**Signal wires by layer**

Drawn at 2 px/µm.
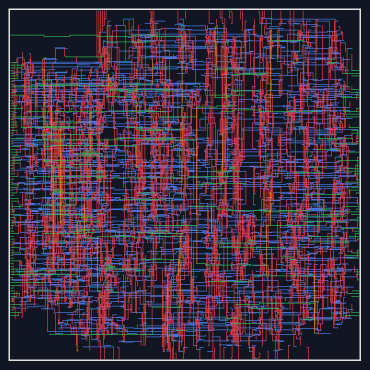
**Sequential cells grouped by signal name**

Drawn at 1.5 px/µm. Other sequential cells in the stronger gray, the rest of the logic in the fainter gray.
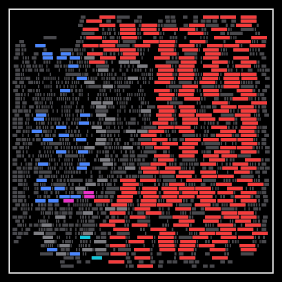
==> config.mk <==
export PLATFORM = sky130hd
export DESIGN_NAME = fetch_unit
export DESIGN_NICKNAME = d
export VERILOG_FILES = /design/src/rtl/fetch_pkg.sv /design/src/rtl/fetch_queue.sv /design/src/rtl/fetch_unit.sv
export SDC_FILE = /design/constraint.sdc
export NUM_CORES = 1
export LEC_CHECK = 0
export ABC_AREA = 1
export CORE_UTILIZATION = 52
export CTS_CLUSTER_DIAMETER = 30
export DETAILED_ROUTE_END_ITERATION = 10
export MAX_ROUTING_LAYER = met4
export PLACE_DENSITY = 0.74
export SLEW_MARGIN = 20
export SYNTH_ARGS = -nofsm -noshare
export SYNTH_HDL_FRONTEND = slang
export SYNTH_SLANG_ARGS = --single-unit
==> constraint.sdc <==
create_clock -name clk -period 11.1 [get_ports clk]
set_clock_uncertainty 0.2 [all_clocks]
set_input_delay 2.22 -clock clk [delete_from_list [all_inputs] [get_ports clk]]
set_output_delay 2.22 -clock clk [all_outputs]
set_load 0.03 [all_outputs]
==> results_slide.txt <==
Synthesis and Place & Route Summary

Synthesis
  – Yosys cell count: approximately 1700
  – Synth cell types: 38
  – Synthesis area per yosys: 15520 µm²
  – Warnings, synthesis: 0
  – Asr flop ratio synth: 0
  – Synth Seq Share: 0.5972
  – Synthesized area: between 15000 and 20000 µm²
  – Ys flops: roughly 340
  – Synth Instances: around 1700
  – Area leader share: 0.4953
  – Syn avg cell area: roughly 9.1 µm²

Global routing
  – Initial antenna violation count: 0
  – Grt total ovfl: 0
  – Global-route wire length before repair: just over 60000 µm
  – Vias in the first global route: around 12000

Drt
  – DR pass1 iterations: 6
  – DRC violations left: 0
  – Initial DRC count: roughly 900
  – Vias per cell: 5.383
  – Final ANT Viol Nets: 0

STA
  – Rel. slew slack: 0.3237
  – Achievable Freq: roughly 0.13 GHz
  – Final WS setup: 3.287 ns
  – Fin crit period: between 7 and 8 ns
  – Final Max Tran Viols: 0
  – Worst slew pin tran: ~1.0 ns
  – Setup violators final: 0

Worst setup path
  – Crit path top cell by count: clkdlybuf4s50_1
  – WS Path Type: in2out
  – Worst reg-to-reg path cell count: 12
  – Reg2reg setup slack: between 7 and 8 ns
  – Setup crit start kind: primary input
  – Crit. End Element: primary output
  – CP required: 8.68 ns
  – Slowest stage delay, CP: 0.71 ns

Clock tree
  – PostCTS Resize Cnt: 0
  – CTS buffer count: just under 60
  – CTS root buf: clkbuf_16
  – Clock sinks: roughly 340
  – Worst-path clk slew: about 0.050 ns

Place
  – Post-Place Setup Slack: 3.311 ns
  – Post-DP HPWL: roughly 24000 µm
  – I/O Buffers: 200

Power
  – Leak: 0.007145 µW

Job
  – Max-Cap Viols: 0
  – Tool warning count: 32

Finish
  – Max reg flops: ~260
  – Diode count: 0
  – Commonest Layout Cell: nor2_1
  – Layout cells sized above 1: 0.07784

Floorplan
  – Die ar.: 30540 µm²
  – # IOs: 201
  – Core ar.: 29010 µm²

Hold path
  – HP Class: reg2reg

Outcome
  – Status: finished clean
## Picture notes: 'signal wires by layer'
| layer | color | wire length |
|---|---|---|
| M1 | blue | 16900 µm |
| M3 | green | 2600 µm |
| M2 | red | 18900 µm |
| M4 | orange | 783 µm |
vias post-DR: 12510
WL/cell: 16.85 µm
GRT Total Usage: 0.2620

## Picture notes: 'sequential cells grouped by signal name'
| netlist name | color | sequential cells |
|---|---|---|
| `u_queue.r_rd_ptr` | cyan | 2 |
| `r_drop_cnt` | magenta | 3 |
| `imem_req_addr` | blue | 32 |
| `u_queue.r_mem` | red | 256 |
Core Util, Final: 0.6754
power of the sequential group: 1530 µW
Flop area: 9274 µm²
sequential cell area share: 0.4733

## per-layer routing
metal / share of wire / GRT usage / vias to the layer above
met4: 0.020 / 0.07246 / 0
met5: 0 / - / -
met3: 0.066 / 0.04003 / 64
met2: 0.48 / 0.4355 / 466
li1: - / - / 6097
met1: 0.43 / 0.3341 / 5883
## synth_stat cells, drive strengths merged, types with 2 or more instances
master  count
nor2      490
edfxtp    256
nand2     247
o21ai     232
a21oi     127
inv        87
dfxtp      79
buf        43
clkbuf     40
nand3      33
ha         17
xor2       17
nor3        7
xnor2       7
a31oi       5
nand3b      5
and2        3
o21bai      3
fa          2
nand4       2
or2         2
## power by group
part / switching (µW) / leakage [µW] / total [µW] / internal (µW)
Clock: 605 / 0.000881 / 1630 / 1030
Sequential: 72.6 / 0.00298 / 1530 / 1460
Combinational: 339 / 0.00328 / 525 / 186
Total: 1020 / 0.00715 / 3690 / 2670
## through the flow
stage	std cells	cell area (µm²)	power, µW	hold slack, ns
after CTS	2324	19600	3705	0.2604
after floorplan	1707	15520	1865	0.2364
after global placement	2218	17760	2050	0.2500
after detailed placement	2218	17760	2067	0.2536
final	2324	19600	3688	0.2569
after global routing	2324	19600	3832	0.2784
## cells by family after synthesis
family          share of synthesized area
buf+inv                           0.04458
fa+ha+maj                         0.01628
xor+xnor                          0.01596
flops                              0.5972
simple gates                       0.2049
compound gates                     0.1211
## tightest hold or removal path: stages (launching register included)
cell and delay [ns]:
dfxtp_1 0.31, nand2_1 0.06, nand2_1 0.04
## cell type report
class / count / area, µm² / share of cell area
repair buffers: 210 / 2077 / 0.1060
clock inverters: 39 / 320.3 / 0.01635
flip-flops and latches: 335 / 9274 / 0.4733
multi-input cells: 1202 / 5598 / 0.2857
clock buffers: 67 / 1516 / 0.07739
well taps: 384 / 480.5 / 0.02452
inverters: 87 / 329.1 / 0.01679
Power and IR drop assume default switching activity.
